[src/rtl/ctrl_pkg.sv]
// Shared control-group types and forwarding-select encodings for the
// ID-to-WB control pipeline of the 5-stage core.
package ctrl_pkg;

    localparam int REG_W = 5;

    localparam logic [1:0] FWD_RF  = 2'b00;
    localparam logic [1:0] FWD_WB  = 2'b01;
    localparam logic [1:0] FWD_MEM = 2'b10;

    typedef struct packed {
        logic reg_dest;
        logic alu_op1;
        logic alu_op2;
        logic alu_src;
    } ex_ctrl_t;

    typedef struct packed {
        logic mem_read;
        logic mem_write;
    } mem_ctrl_t;

    typedef struct packed {
        logic mem_to_reg;
        logic reg_write;
    } wb_ctrl_t;

endpackage

[src/rtl/fwd_unit.sv]
// Forwarding compare for one EX-stage ALU operand; EX/MEM wins over MEM/WB.
module fwd_unit #(
    parameter int REG_W = 5
) (
    input  logic [REG_W-1:0] src_i,
    input  logic             mem_reg_write_i,
    input  logic [REG_W-1:0] mem_wreg_i,
    input  logic             wb_reg_write_i,
    input  logic [REG_W-1:0] wb_wreg_i,
    output logic [1:0]       sel_o
);
    import ctrl_pkg::*;

    logic mem_hit, wb_hit;

    assign mem_hit = mem_reg_write_i && (mem_wreg_i != '0) && (mem_wreg_i == src_i);
    assign wb_hit  = wb_reg_write_i  && (wb_wreg_i  != '0) && (wb_wreg_i  == src_i);

    always_comb begin
        sel_o = FWD_RF;
        if (mem_hit)     sel_o = FWD_MEM;
        else if (wb_hit) sel_o = FWD_WB;
    end

endmodule

[src/rtl/ctrl_pipe_hazard.sv]
// Carries decoded control bits through ID/EX, EX/MEM, MEM/WB; handles load-use
// bubbles, IF flush on redirect, operand forwarding and event counters.
module ctrl_pipe_hazard #(
    parameter int REG_W = ctrl_pkg::REG_W,
    parameter int CNT_W = 16
) (
    input  logic             clk,
    input  logic             reset_n,
    input  logic             id_reg_dest,
    input  logic             id_branch,
    input  logic             id_mem_read,
    input  logic             id_mem_to_reg,
    input  logic             id_alu_op1,
    input  logic             id_alu_op2,
    input  logic             id_mem_write,
    input  logic             id_alu_src,
    input  logic             id_reg_write,
    input  logic             id_jump,
    input  logic             id_if_flush,
    input  logic             id_branch_taken,
    input  logic [REG_W-1:0] id_rs,
    input  logic [REG_W-1:0] id_rt,
    input  logic [REG_W-1:0] id_rd,
    output logic             pc_write,
    output logic             ifid_write,
    output logic             ifid_flush,
    output logic             ex_reg_dest,
    output logic             ex_alu_op1,
    output logic             ex_alu_op2,
    output logic             ex_alu_src,
    output logic             mem_mem_read,
    output logic             mem_mem_write,
    output logic             wb_mem_to_reg,
    output logic             wb_reg_write,
    output logic [REG_W-1:0] ex_wreg,
    output logic [REG_W-1:0] mem_wreg,
    output logic [REG_W-1:0] wb_wreg,
    output logic [1:0]       fwd_a,
    output logic [1:0]       fwd_b,
    output logic [CNT_W-1:0] stall_cnt,
    output logic [CNT_W-1:0] flush_cnt
);
    import ctrl_pkg::*;

    ex_ctrl_t         ex_ctl_q, ex_ctl_d;
    mem_ctrl_t        ex_mem_q, ex_mem_d, mem_mem_q;
    wb_ctrl_t         ex_wb_q, ex_wb_d, mem_wb_q, wb_wb_q;
    logic [REG_W-1:0] ex_rs_q, ex_rs_d, ex_rt_q, ex_rt_d;
    logic [REG_W-1:0] ex_wreg_q, ex_wreg_d, mem_wreg_q, wb_wreg_q;
    logic [CNT_W-1:0] stall_cnt_q, stall_cnt_d, flush_cnt_q, flush_cnt_d;
    logic             stall, redirect;

    // Decoder hint only; redirect is derived from jump/branch outcome.
    logic unused_if_flush;
    assign unused_if_flush = id_if_flush;

    assign stall    = ex_mem_q.mem_read && (ex_wreg_q != '0) &&
                      ((ex_wreg_q == id_rs) || (ex_wreg_q == id_rt));
    assign redirect = id_jump | (id_branch & id_branch_taken);

    assign pc_write   = ~stall;
    assign ifid_write = ~stall;
    // A stalled redirect is re-presented next cycle, so it is simply deferred.
    assign ifid_flush = redirect & ~stall & reset_n;

    always_comb begin
        ex_ctl_d  = '{reg_dest: id_reg_dest, alu_op1: id_alu_op1,
                      alu_op2: id_alu_op2, alu_src: id_alu_src};
        ex_mem_d  = '{mem_read: id_mem_read, mem_write: id_mem_write};
        ex_wb_d   = '{mem_to_reg: id_mem_to_reg, reg_write: id_reg_write};
        ex_rs_d   = id_rs;
        ex_rt_d   = id_rt;
        ex_wreg_d = id_reg_dest ? id_rd : id_rt;
        if (stall) begin
            ex_ctl_d  = '0;
            ex_mem_d  = '0;
            ex_wb_d   = '0;
            ex_rs_d   = '0;
            ex_rt_d   = '0;
            ex_wreg_d = '0;
        end
    end

    assign stall_cnt_d = (stall && stall_cnt_q != '1) ? stall_cnt_q + 1'b1 : stall_cnt_q;
    assign flush_cnt_d = (ifid_flush && flush_cnt_q != '1) ? flush_cnt_q + 1'b1 : flush_cnt_q;

    always_ff @(posedge clk or negedge reset_n) begin
        if (!reset_n) begin
            ex_ctl_q    <= '0;
            ex_mem_q    <= '0;
            ex_wb_q     <= '0;
            ex_rs_q     <= '0;
            ex_rt_q     <= '0;
            ex_wreg_q   <= '0;
            mem_mem_q   <= '0;
            mem_wb_q    <= '0;
            mem_wreg_q  <= '0;
            wb_wb_q     <= '0;
            wb_wreg_q   <= '0;
            stall_cnt_q <= '0;
            flush_cnt_q <= '0;
        end else begin
            ex_ctl_q    <= ex_ctl_d;
            ex_mem_q    <= ex_mem_d;
            ex_wb_q     <= ex_wb_d;
            ex_rs_q     <= ex_rs_d;
            ex_rt_q     <= ex_rt_d;
            ex_wreg_q   <= ex_wreg_d;
            mem_mem_q   <= ex_mem_q;
            mem_wb_q    <= ex_wb_q;
            mem_wreg_q  <= ex_wreg_q;
            wb_wb_q     <= mem_wb_q;
            wb_wreg_q   <= mem_wreg_q;
            stall_cnt_q <= stall_cnt_d;
            flush_cnt_q <= flush_cnt_d;
        end
    end

    fwd_unit #(.REG_W(REG_W)) u_fwd_a (
        .src_i          (ex_rs_q),
        .mem_reg_write_i(mem_wb_q.reg_write),
        .mem_wreg_i     (mem_wreg_q),
        .wb_reg_write_i (wb_wb_q.reg_write),
        .wb_wreg_i      (wb_wreg_q),
        .sel_o          (fwd_a)
    );

    fwd_unit #(.REG_W(REG_W)) u_fwd_b (
        .src_i          (ex_rt_q),
        .mem_reg_write_i(mem_wb_q.reg_write),
        .mem_wreg_i     (mem_wreg_q),
        .wb_reg_write_i (wb_wb_q.reg_write),
        .wb_wreg_i      (wb_wreg_q),
        .sel_o          (fwd_b)
    );

    assign ex_reg_dest   = ex_ctl_q.reg_dest;
    assign ex_alu_op1    = ex_ctl_q.alu_op1;
    assign ex_alu_op2    = ex_ctl_q.alu_op2;
    assign ex_alu_src    = ex_ctl_q.alu_src;
    assign mem_mem_read  = mem_mem_q.mem_read;
    assign mem_mem_write = mem_mem_q.mem_write;
    assign wb_mem_to_reg = wb_wb_q.mem_to_reg;
    assign wb_reg_write  = wb_wb_q.reg_write;
    assign ex_wreg       = ex_wreg_q;
    assign mem_wreg      = mem_wreg_q;
    assign wb_wreg       = wb_wreg_q;
    assign stall_cnt     = stall_cnt_q;
    assign flush_cnt     = flush_cnt_q;

endmodule

[config.mk]
export PLATFORM = sky130hd
export DESIGN_NAME = ctrl_pipe_hazard
export DESIGN_NICKNAME = d
export VERILOG_FILES = /design/src/rtl/ctrl_pkg.sv /design/src/rtl/fwd_unit.sv /design/src/rtl/ctrl_pipe_hazard.sv
export SDC_FILE = /design/constraint.sdc
export NUM_CORES = 1
export LEC_CHECK = 0
export ABC_AREA = 1
export CAP_MARGIN = 15
export CORE_MARGIN = 3
export CORE_UTILIZATION = 50
export CTS_CLUSTER_SIZE = 16
export DETAILED_ROUTE_END_ITERATION = 10
export PLACE_DENSITY = 0.87
export SYNTH_ARGS = -nofsm -noshare
export SYNTH_HDL_FRONTEND = slang
export SYNTH_HIERARCHICAL = 1
export SYNTH_SLANG_ARGS = --single-unit
export TNS_END_PERCENT = 30
[constraint.sdc]
create_clock -name clk -period 5.7 [get_ports clk]
set_input_delay 1.71 -clock clk [delete_from_list [all_inputs] [get_ports clk]]
set_output_delay 1.71 -clock clk [all_outputs]
set_load 0.01 [all_outputs]
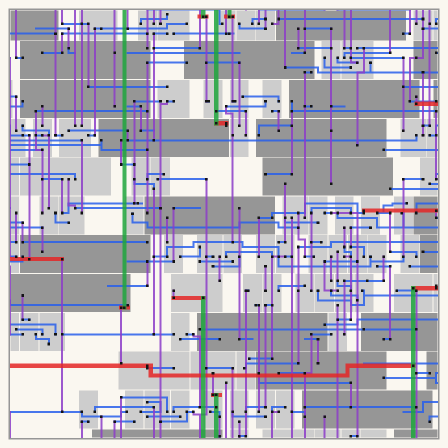
Run 1: a small window of the routed layout
Window x 32 to 62, y 32 to 62 um. Cells in grey, sequential cells in the stronger grey; small squares are vias.
[green] met4
[blue] met1
[red] met3
[purple] met2
cells with their middle in the window: 78
sequential cells in the window: 15
most frequent: nand2_1 (18), nor2_1 (17), dfrtp_1 (15)
netlist names of flops here include: stall_cnt (3), ex_rt_q (2), flush_cnt (2)

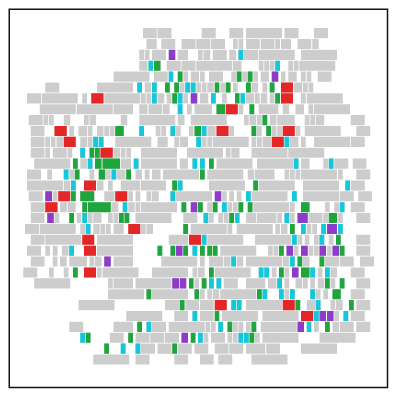
Run 1: gate families picked out
Scale: 4 px per um.
[red] XOR/XNOR gates | cells: 22
[cyan] inverters | cells: 79
[purple] inverting AOI/OAI gates | cells: 22
[green] NOR gates | cells: 86

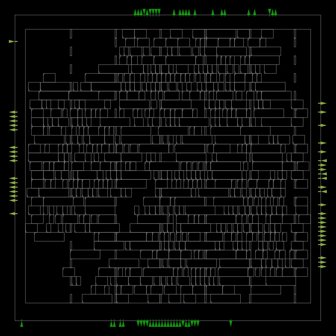
Run 1: cell outlines without signal wires
core area: 0.00741 mm2
Filler cells: 606
Core Rows: 31
post-layout util: 67.8%

==> changes_impl.md, run 1 <==
### Metrics

* Flip-flops at 71
* Commonest flop: dfrtp_1
* Synth top cell by count: nand2_1
* Asr flop ratio synth at 100%
* Clock-cell share at approximately 3.7%
* Area grow syn2layout at 29.2%
* Largest delay contributor family on the critical path: buffers and inverters
* GP Congestion at 0.932
* Fin. max-slew vios at 0
* HP Class: flip-flop to flip-flop
* Placed cell area at 0.00484 mm2
* Max-cap violations at 0
* Final setup violation count at 0
* RSZ-0062 raised after global routing: false
* Non-clock buffers at approximately 93
* Clk root buf: clkbuf_8
* Routed via count at 3753
* Data buffer area share at 18.2%
* Synthesized Nets at between 500 and 600
* Minimum clock period at roughly 5.3 ns
* Crit path kind: primary input to output pin
* Flip-flops with a built-in enable at 0
* Yosys stat chip area at 0.00389 mm2
* Clock tree buffer depth at 2
* Chip width at 94.2 um
* Pleak at 2.41 nW
* CP required at 3.99 ns
* Initial DRC Count at 328
* Via/cell ratio at between 5 and 6
* Top cell excl fill/tap: nand2_1
* Synthesized registers at between 70 and 80
* Postcts setup bufs at 0
* Nets@finish at roughly 650
* Antenna violations before repair at 0
* Total congestion overflow at 0
* Clk_lat worst skew at approximately 0.35 ns
* Final period util at about 94%
* CP endpoint kind: output pin
* CP max-delay cell: clkdlybuf4s50_1
* PortBufs at 89
* DIE AREA at 0.00887 mm2
* XOR/XNOR Area Share at under 10%
* Outcome: finished clean
* Invs w/o clock at 79
* Pin count of the biggest net entering global routing at 72
* Setup_tns at 0 ns
* Worst EP arrival at 3.63 ns
* DP HPWL at 6930 um
* Critical-path cell list: clkdlybuf4s50_1 > inv_1 > nand2_1 > nand2_1 > nor2_1 > nand3_1 > nand2_1 > nand2_2 > inv_2 > nor3_1 > clkdlybuf4s50_1
* Final Skew at 0.0113 ns
* Largest class: sequential cells
* Commonest cells post-synth: nand2_1 (163), nor2_1 (73), inv_1 (72), dfrtp_1 (71), nand3_1 (43)
* DR pass1 iterations at 5
* I/O pins at 91
* Critical Path Source Type: primary input
* Worst Max-Slew Pin Slew at 0.862 ns
* Multiplexer share at 0%
* Design area at 0.00502 mm2
* Synth area leaders: dfrtp_1 (46%), nand2_1 (16%), nor2_1 (7.0%), inv_1 (7.0%), nand3_1 (5.5%)
* Clock-pin slew on the worst setup and hold paths at 0.07 ns
-- run 1: power by group --
part	internal [mW]	switching, mW	total [mW]	leakage (nW)
combinational	0.136	0.135	0.271	1.42
sequential	0.549	0.0629	0.611	0.901
clock	0.180	0.187	0.367	0.0873
total	0.865	0.384	1.25	2.41
-- run 1: final timing paths --
| path | startpoint | to | slack, ns | cells past startpoint |
|---|---|---|---|---|
| setup / recovery | id_rt[1] | ifid_flush | 0.36 | 11 |
| hold / removal | ex_mem_q[0] | mem_mem_write | 0.35 | 0 |
| setup reg to reg | flush_cnt[0] | flush_cnt[1] | 3.50 | 7 |
| hold reg to reg | ex_mem_q[0] | mem_mem_write | 0.35 | 0 |
| max in group asynchronous | reset_n | stall_cnt[3] | 3.52 | 2 |
| min in group asynchronous | reset_n | flush_cnt[13] | 1.61 | 2 |
-- run 1: stage by stage --
| step | util, % | power [mW] | instances | hold slack (ns) | setup slack [ns] |
|---|---|---|---|---|---|
| after floorplan | - | 0.745 | 531 | 0.331 | 1.28 |
| after global placement | 65.3 | 0.878 | 708 | 0.332 | 0.397 |
| after detailed placement | 65.3 | 0.892 | 708 | 0.336 | 0.334 |
| after CTS | 67.8 | 1.26 | 724 | 0.354 | 0.334 |
| after global routing | 67.8 | 1.32 | 724 | 0.360 | 0.172 |
| final | 67.8 | 1.25 | 724 | 0.353 | 0.355 |
-- run 1: cells by family after synthesis --
| logic type | count (synthesis) |
|---|---|
| DFF | 71 |
| xor gates and xnor gates | 22 |
| adders and majority gates | 2 |
| buffers and inverters | 94 |
| and+or+nand+nor | 320 |
| AOI/OAI and AO/OA | 22 |
-- run 1: layer usage --
metal	up-vias	wire, um	GRT usage (%)
met1	1749	3900	29.6
met5	-	0	0
met2	164	4570	35.6
met3	29	653	4.65
met4	0	273	10.2
li1	1811	-	-
Run 1, wiring heat map:
Scale: 3 px per um. 19 x 19 tiles, from dark purple (low) to yellow (high), scaled to the fullest tile. Values are wire area over tile area, all layers added.
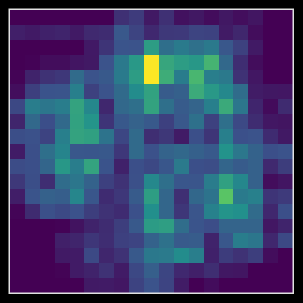

==> run 2: changes to the inputs <==
CAP_MARGIN = 25   (was 15)
CELL_PAD_IN_SITES_DETAIL_PLACEMENT = 0   (was unset)
CELL_PAD_IN_SITES_GLOBAL_PLACEMENT = 1   (was unset)
CORE_UTILIZATION = 39   (was 50)
CTS_CLUSTER_DIAMETER = 100   (was unset)
PLACE_DENSITY = 0.93   (was 0.87)
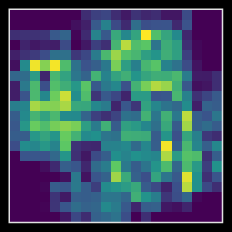
Run 2: wiring heat map
Scale: 2 px per um. 21 x 21 tiles, from dark purple (low) to yellow (high), scaled to the fullest tile. Values are wire area over tile area, all layers added.
emptiest ninth of the die: south-west
fullest tile: 0.40
densest ninth of the die: west
tiles over half the peak: 26%
nearly empty tiles: 16%
DR WL/cell: 12.4 um
Overall Global Routing Usage: 17.4%
routed via count: 3543
drt total wl: 9310 um

==> changes_impl.md, run 2 <==
### Metrics

* Sequential power share at 47.7% (-1.3 points)
* Worst Max-Slew Pin Slew at 0.887 ns (+0.0251 ns)
* Clk pwr share at 31.5% (+2.1 points)
* Pleak at 2.42 nW (+0.46%)
* Antenna violations before repair at 0 (unchanged)
* Minimum clock period at 5.35 ns (+0.0101 ns)
* Commonest flop: dfrtp_1
* Clock tree buffer depth at 2 (unchanged)
* Core area at 0.00946 mm2 (+28%)
* Reg2reg path depth at 7 (unchanged)
* Area grow syn2layout at 30.5%
* Net Sw Frac at 29.1% (-1.7 points)
* Setup_tns at 0 ns (unchanged)
* Reported net switching power at 372 uW (-3.1%)
* Clk root buf: clkbuf_8
* Final Skew at 0.0120 ns (+0.000757 ns)
* Via/cell ratio at 4.71 (-9.2%)
* Clk_lat worst skew at 0.34 ns (about the same)
* Hold path depth at 0 (unchanged)
* DP HPWL at 6810 um (-1.6%)
* Critical-path cell list: clkdlybuf4s50_1 > inv_1 > nand2_1 > nand2_1 > nor2_1 > nand3_1 > nand2_1 > nand2_2 > inv_2 > nor3_1 > clkdlybuf4s50_1
* Yosys stat chip area at 0.00389 mm2 (unchanged)
* Synthesized registers at 71 (unchanged)
* Crit path kind: primary input to output pin
* Synth top cell by count: nand2_1
* Top cell by count, worst path: nand2_1
* Design area at 0.00507 mm2 (+1.0%)
* Flip-flops with a built-in enable at 0 (unchanged)
* Commonest cells post-synth: nand2_1 (163), nor2_1 (73), inv_1 (72), dfrtp_1 (71), nand3_1 (43)
* Asr flop ratio synth at 100% (unchanged)
* DIE AREA at 0.0112 mm2 (+26%)
* Largest delay contributor family on the critical path: buffers and inverters
* Nets@finish at 651 (unchanged)
* I/O pins at 91 (unchanged)
* Placed cell area at 0.00487 mm2 (+0.78%)
* Top cell excl fill/tap: nand2_1
* Pin count of the biggest net entering global routing at 72 (unchanged)
* Outcome: finished clean
* Initial DRC Count at 134 (-59%)
* CP endpoint kind: output pin
* HP Class: flip-flop to flip-flop
* Combinational fraction of design power at 20.8% (-0.9 points)
* Final period util at 93.9% (+0.18 points)
* Fin. max-slew vios at 0 (unchanged)
* GP Congestion at 0.852 (-8.5%)
* DR pass1 iterations at 4 (-1)
* Worst EP arrival at 3.64 ns (about the same)
* Total congestion overflow at 0 (unchanged)
[run 2: worst paths after layout]
kind | start | end | slack [ns]
worst max-delay path | id_rt[1] | ifid_flush | 0.35
worst min-delay path | ex_mem_q[0] | mem_mem_write | 0.35
worst max register to register | flush_cnt[0] | flush_cnt[2] | 3.53
worst min register to register | ex_mem_q[0] | mem_mem_write | 0.35
max in group asynchronous | reset_n | wb_wreg[0] | 3.51
min in group asynchronous | reset_n | flush_cnt[12] | 1.60
[run 2: power by group through the flow]
stage                     combinational, mW  sequential, mW  clock (mW)
after detailed placement              0.270           0.621           0
after floorplan                       0.121           0.624           0
after CTS                             0.271           0.612       0.416
after global placement                0.264           0.620           0
after global routing                  0.298           0.621       0.435
final                                 0.267           0.611       0.403
[run 2: per-stage QoR]
stage / instances / total power, mW / setup WS [ns] / hold WS [ns]
2_1_floorplan: 531 / 0.745 / 1.28 / 0.331
3_3_place_gp: 738 / 0.884 / 0.351 / 0.333
3_5_place_dp: 738 / 0.892 / 0.319 / 0.336
4_1_cts: 753 / 1.30 / 0.311 / 0.352
5_1_grt: 753 / 1.35 / 0.175 / 0.356
6_report: 753 / 1.28 / 0.345 / 0.350
[run 2: metal layers]
layer	vias up	wire, um	track usage (%)
met4	0	128	5.55
li1	1812	-	-
met5	-	0	0
met1	1631	4330	23.1
met2	88	4370	28.6
met3	12	481	3.37
[run 2: layout make-up]
type                       count  area (um2)
fill                         954        4390
sequential                    71        1780
multi-input combinational    366        1720
timing repair buffer          93         916
inverter                      79         297
tap                          129         161
clock buffer                  12         155
clock inverter                 3        42.5
[run 2: kinds of logic after synthesis]
group	Yosys count	share of synthesized area [%]
xor+xnor	22	4.96
buf+inv	94	9.95
flops	71	45.7
fa+ha+maj	2	0.644
simple gates	320	35.8
compound gates	22	2.96
Power figures rest on the tool's default switching activity, not on a simulated workload.
